`src/rtl/pcpi_dispatch.sv`:
```
// Purpose: decodes PCPI instructions and dispatches each one to riscv_m_unit (RV32M) or the custom unit.
// Latency: pcpi_wait one cycle after the valid sample, pcpi_ready one cycle after the unit's ready (or the timeout).
// Backpressure: the core is stalled with pcpi_wait for the whole issue; a new offer is taken only in IDLE.
//
// Ports:
//   clk, resetn                         clock, asynchronous active-low reset
//   pcpi_valid/insn/rs1/rs2             instruction offered by the core
//   pcpi_wr/rd/wait/ready               response and stall back to the core
//   m_* / cx_*                          issue valid and result handshake of the two units
//   instruction/rs1/rs2                 registered instruction and operands shared by both units
//   timeout_err                         sticky flag, set when a unit fails to answer in time
module pcpi_dispatch #(
    parameter int TIMEOUT_CYCLES = 64,
    parameter int CNT_W          = 8
) (
    input  logic        clk,
    input  logic        resetn,
    input  logic        pcpi_valid,
    input  logic [31:0] pcpi_insn,
    input  logic [31:0] pcpi_rs1,
    input  logic [31:0] pcpi_rs2,
    output logic        pcpi_wr,
    output logic [31:0] pcpi_rd,
    output logic        pcpi_wait,
    output logic        pcpi_ready,
    output logic        m_valid,
    input  logic        m_ready,
    input  logic        m_wr,
    input  logic [31:0] m_rd,
    input  logic        m_busy,
    output logic        cx_valid,
    input  logic        cx_ready,
    input  logic        cx_wr,
    input  logic [31:0] cx_rd,
    input  logic        cx_busy,
    output logic [31:0] instruction,
    output logic [31:0] rs1,
    output logic [31:0] rs2,
    output logic        timeout_err
);

    typedef enum logic [1:0] {IDLE, RUN, RESP, HOLD} state_t;

    localparam logic [CNT_W-1:0] CNT_LAST = CNT_W'(TIMEOUT_CYCLES - 1);

    state_t           state;
    logic [CNT_W-1:0] cnt;
    logic             sel_cx;
    logic             issue_m;
    logic             issue_cx;

    logic        is_m;
    logic        is_cx;
    logic        sel_ready;
    logic        sel_wr;
    logic [31:0] sel_rd;

    // Busy lines are observation-only; they never steer the FSM.
    logic unused_busy;
    assign unused_busy = m_busy ^ cx_busy;

    assign is_m  = (pcpi_insn[6:0] == 7'b0110011) && (pcpi_insn[31:25] == 7'b0000001);
    assign is_cx = (pcpi_insn[6:0] == 7'b0001011);

    // Only the selected unit's handshake is ever looked at.
    assign sel_ready = sel_cx ? cx_ready : m_ready;
    assign sel_wr    = sel_cx ? cx_wr    : m_wr;
    assign sel_rd    = sel_cx ? cx_rd    : m_rd;

    // Gating with pcpi_valid lets an abort drop the issue in the same cycle
    // the core withdraws, rather than one cycle later.
    assign m_valid  = issue_m  & pcpi_valid;
    assign cx_valid = issue_cx & pcpi_valid;

    always_ff @(posedge clk or negedge resetn) begin
        if (!resetn) begin
            state       <= IDLE;
            cnt         <= '0;
            sel_cx      <= 1'b0;
            issue_m     <= 1'b0;
            issue_cx    <= 1'b0;
            pcpi_wait   <= 1'b0;
            pcpi_ready  <= 1'b0;
            pcpi_wr     <= 1'b0;
            pcpi_rd     <= '0;
            instruction <= '0;
            rs1         <= '0;
            rs2         <= '0;
            timeout_err <= 1'b0;
        end else begin
            case (state)
                IDLE: begin
                    // A miss is left unclaimed so the core's own illegal-instruction trap fires.
                    if (pcpi_valid && (is_m || is_cx)) begin
                        instruction <= pcpi_insn;
                        rs1         <= pcpi_rs1;
                        rs2         <= pcpi_rs2;
                        sel_cx      <= is_cx;
                        issue_m     <= is_m && !is_cx;
                        issue_cx    <= is_cx;
                        cnt         <= '0;
                        pcpi_wait   <= 1'b1;
                        state       <= RUN;
                    end
                end
                RUN: begin
                    cnt <= cnt + 1'b1;
                    if (!pcpi_valid) begin
                        issue_m   <= 1'b0;
                        issue_cx  <= 1'b0;
                        pcpi_wait <= 1'b0;
                        state     <= IDLE;
                    end else if (sel_ready || (cnt == CNT_LAST)) begin
                        // Ready wins over a timeout landing in the same cycle.
                        if (sel_ready) begin
                            pcpi_rd <= sel_rd;
                            pcpi_wr <= sel_wr;
                        end else begin
                            pcpi_rd     <= '0;
                            pcpi_wr     <= 1'b0;
                            timeout_err <= 1'b1;
                        end
                        issue_m    <= 1'b0;
                        issue_cx   <= 1'b0;
                        pcpi_wait  <= 1'b0;
                        pcpi_ready <= 1'b1;
                        state      <= RESP;
                    end
                end
                RESP: begin
                    pcpi_ready <= 1'b0;
                    pcpi_wr    <= 1'b0;
                    state      <= HOLD;
                end
                HOLD: begin
                    // The core still shows the old valid here; skip it.
                    state <= IDLE;
                end
                default: state <= IDLE;
            endcase
        end
    end

endmodule
```
`config.mk`:
```
export PLATFORM = sky130hd
export DESIGN_NAME = pcpi_dispatch
export DESIGN_NICKNAME = d
export VERILOG_FILES = /design/src/rtl/pcpi_dispatch.sv
export SDC_FILE = /design/constraint.sdc
export NUM_CORES = 1
export LEC_CHECK = 0
export CELL_PAD_IN_SITES_DETAIL_PLACEMENT = 0
export CELL_PAD_IN_SITES_GLOBAL_PLACEMENT = 1
export CORE_UTILIZATION = 32
export DETAILED_ROUTE_END_ITERATION = 10
export PLACE_DENSITY_LB_ADDON = 0.1
export SYNTH_ARGS = -nofsm -noshare
export SYNTH_HDL_FRONTEND = slang
export SYNTH_SLANG_ARGS = --single-unit
```
`constraint.sdc`:
```
create_clock -name clk -period 2 [get_ports clk]
set_input_delay 0.4 -clock clk [delete_from_list [all_inputs] [get_ports clk]]
set_output_delay 0.4 -clock clk [all_outputs]
set_load 0.01 [all_outputs]
```
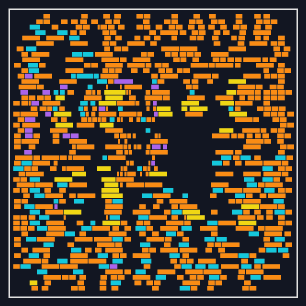
(run_1/sizes.png)
(2 px per um)
| size | colour | cells | most used |
|---|---|---|---|
| _0 and _1 cells | orange | 582 | clkdlybuf4s50_1 |
| _3 and _4 cells | cyan | 105 | mux2_4 |
| _2 cells | purple | 22 | mux2_2 |
| _6 and larger | yellow | 32 | clkbuf_16 |

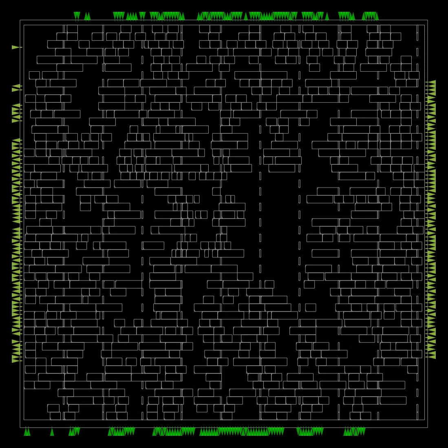
(run_1/placement.png)
number of cell rows: 51
final cell count without fillers: 1006

==> design notes, run 1 <==
The flow ran to the end, and the final reports show no timing, DRC or antenna violations. By area, the class that comes first in the final layout consists of registers. The depth of the worst hold-timing path came out at 1. The run gives 56.9% as the sequential element share of the synthesized area. The type of destination of the critical path is a flop. The run gives 0 for the final max-slew violation count. The met2 routed wirelength was 8.22 mm. Warnings raised by the tools during the run amount to 28.

In this run the count of I/O pins placed on the die edge is 303. After clock tree synthesis, the repair step resized 2 gates. Per the timing report, the biggest fanout along the worst path comes to 22.

Once layout is complete, the utilization of the core stands at 53.0%. Per the Yosys statistics, synthesis produced 407 cells. Along the critical path, the tally of buffer and inverter instances is 2.

Measured on the final layout, buffering overhead outside the clock network stands at 32.1%. The net count of the finished layout is 899. The library cells used most frequently in the layout, excluding fill and tap cells, are 297 x clkdlybuf4s50_1, 144 x dfrtp_1, 82 x mux2_4. The run gives 24.8 mm for the global-route wire length before repair. The flop count was 145.

Source-to-sink clock delay at the later pin of the worst-skew pair: 0.41 ns. After global routing, the most crowded layer is met2. STA puts the critical path data arrival time at 2.23 ns. Looking at the VDD voltage map, the peak drop is 0.584 mV. In this run the biggest area consumer among cell types represents 56.9% of the synthesized area.

The final setup violation count is 0. The layout has 0 inverters outside the clock class. Adding up every negative setup slack in the final design gives 0 ns.

After layout, the design draws a total of 9.81 mW. The STA report counts the stages on the worst setup path as 6. TritonCTS built the clock tree. The mean cell area of the mapped netlist was 15.7 um2.

The synthesized-area fraction occupied by ao, oa, aoi and oai cells is 6.88%, and the number of max-cap violations is 0. The tools report the kind of start point of the critical path as an input port. According to the timing report, the critical path is launched from pcpi_insn[4]. Logic depth along the worst register-to-register path is recorded as 6.

The repair_antennas step left the layout with diodes totalling 0.
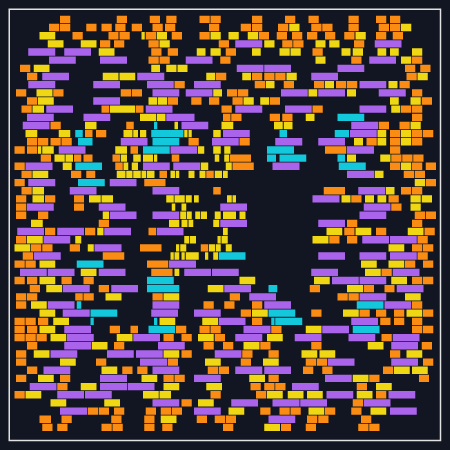
(run_1/placement_by_type.png)
(3 px per um)
| class | colour | cells |
|---|---|---|
| combinational and other logic | yellow | 238 |
| flops | purple | 145 |
| other buffers and delay cells | orange | 327 |
| clock drivers and dummy loads | cyan | 31 |

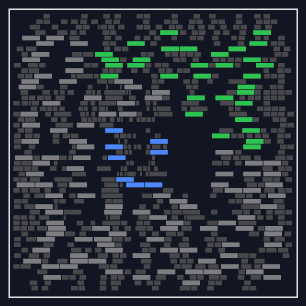
(run_1/flops_by_reg.png)
(2 px per um)
| signal | colour | flops |
|---|---|---|
| cnt | blue | 8 |
| pcpi_rd | green | 32 |
not coloured: 105

==> run_1/layer_met3.png <==
(2 px per um) Cells faint in the background.
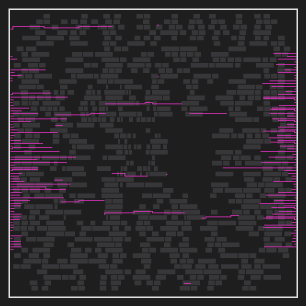

## Run 2: what changed since run 1
--- a/config.mk
+++ b/config.mk
@@ -7,7 +7,7 @@
 export LEC_CHECK = 0
 export CELL_PAD_IN_SITES_DETAIL_PLACEMENT = 0
 export CELL_PAD_IN_SITES_GLOBAL_PLACEMENT = 1
-export CORE_UTILIZATION = 32
+export CORE_UTILIZATION = 29
 export DETAILED_ROUTE_END_ITERATION = 10
 export PLACE_DENSITY_LB_ADDON = 0.1
 export SYNTH_ARGS = -nofsm -noshare
==> constraint.sdc (replaced) <==
create_clock -name clk -period 1.6 [get_ports clk]
set_input_delay 0.32 -clock clk [delete_from_list [all_inputs] [get_ports clk]]
set_output_delay 0.32 -clock clk [all_outputs]
set_load 0.01 [all_outputs]
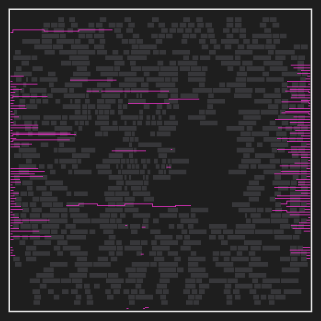
(run_2/layer_met3.png)
(2 px per um) Cells faint in the background.
nets with wire on the layer: 132
main direction: horizontal
wire length on this layer: 1190 um
share of all routed wire: 6.3%
longest straight run: 33.6 um

==> run 2 against run 1 <==
Effect of this change:
- the run now ends with setup timing left
- core utilization decreased by 0.072 points
- cell count increased by 4.5%
- combinational power increased by 41%
- non-clock buffer count increased by 34
- sequential share of layout area decreased by 2.9 points
- hold slack got worse by 0.30 ns
- sequential cell count unchanged
- first-iteration DRC count decreased by 11%
- routed wire length increased by 15%
- critical path type is now flop to flop
- critical endpoint is now rs2[10]
- highest routed layer unchanged
==> design notes, run 2 <==
The critical path data arrival time came out at 1.95 ns (was 2.23 ns). The timing startpoint of the critical path was state[0] (was pcpi_insn[4]). For the final setup violation count, the log shows 57 (was 0). The most congested layer reported by global routing was met2 (unchanged). The total power is 12.9 mW (was 9.81 mW). With the final standard cell count with taps included and fillers excluded at 1051 (was 1006), the flop count is 145 (unchanged). Number of nets at the end of the flow: 933 (was 899). Type of destination of the critical path: a flop (unchanged). The count of inverters other than clock inverters in the layout is 0 (unchanged), and the proportion of netlist area held by the largest area contributor is 56.9% (unchanged). The final reports fail on setup timing.

For the number of top-level pins, the log shows 303 (unchanged). The tools report the sequential element share of the synthesized area as 56.9% (unchanged). For the source-to-sink clock delay at the later pin of the worst-skew pair, the log shows 0.41 ns (about the same). The flow ran to the end, but the final reports show violations. The end-of-flow core utilization was 52.9% (was 53.0%). The count of antenna diodes in the layout was 0 (unchanged).

The cell group occupying the most layout area is non-clock buffers (was registers). The least setup slack across all paths after layout was -0.0530 ns (was 0.0643 ns). With the mean cell area of the mapped netlist at 15.7 um2 (unchanged), the cell resize tally after clock tree synthesis is 200 (was 2). The run gives 27.8 mm (was 24.8 mm) for the global-route wire length before repair. The run gives 31 (was 28) for the number of warnings in the stage logs. The number of max-cap violations is 0 (unchanged), and the worst-case reg-to-reg path depth is 7 (was 6). Most instantiated logic cells after routing: 150 x clkdlybuf4s50_1, 144 x dfrtp_1, 139 x dlygate4sd2_1 (was 297 x clkdlybuf4s50_1, 144 x dfrtp_1, 82 x mux2_4).
Power is estimated from default activity; no workload was simulated.
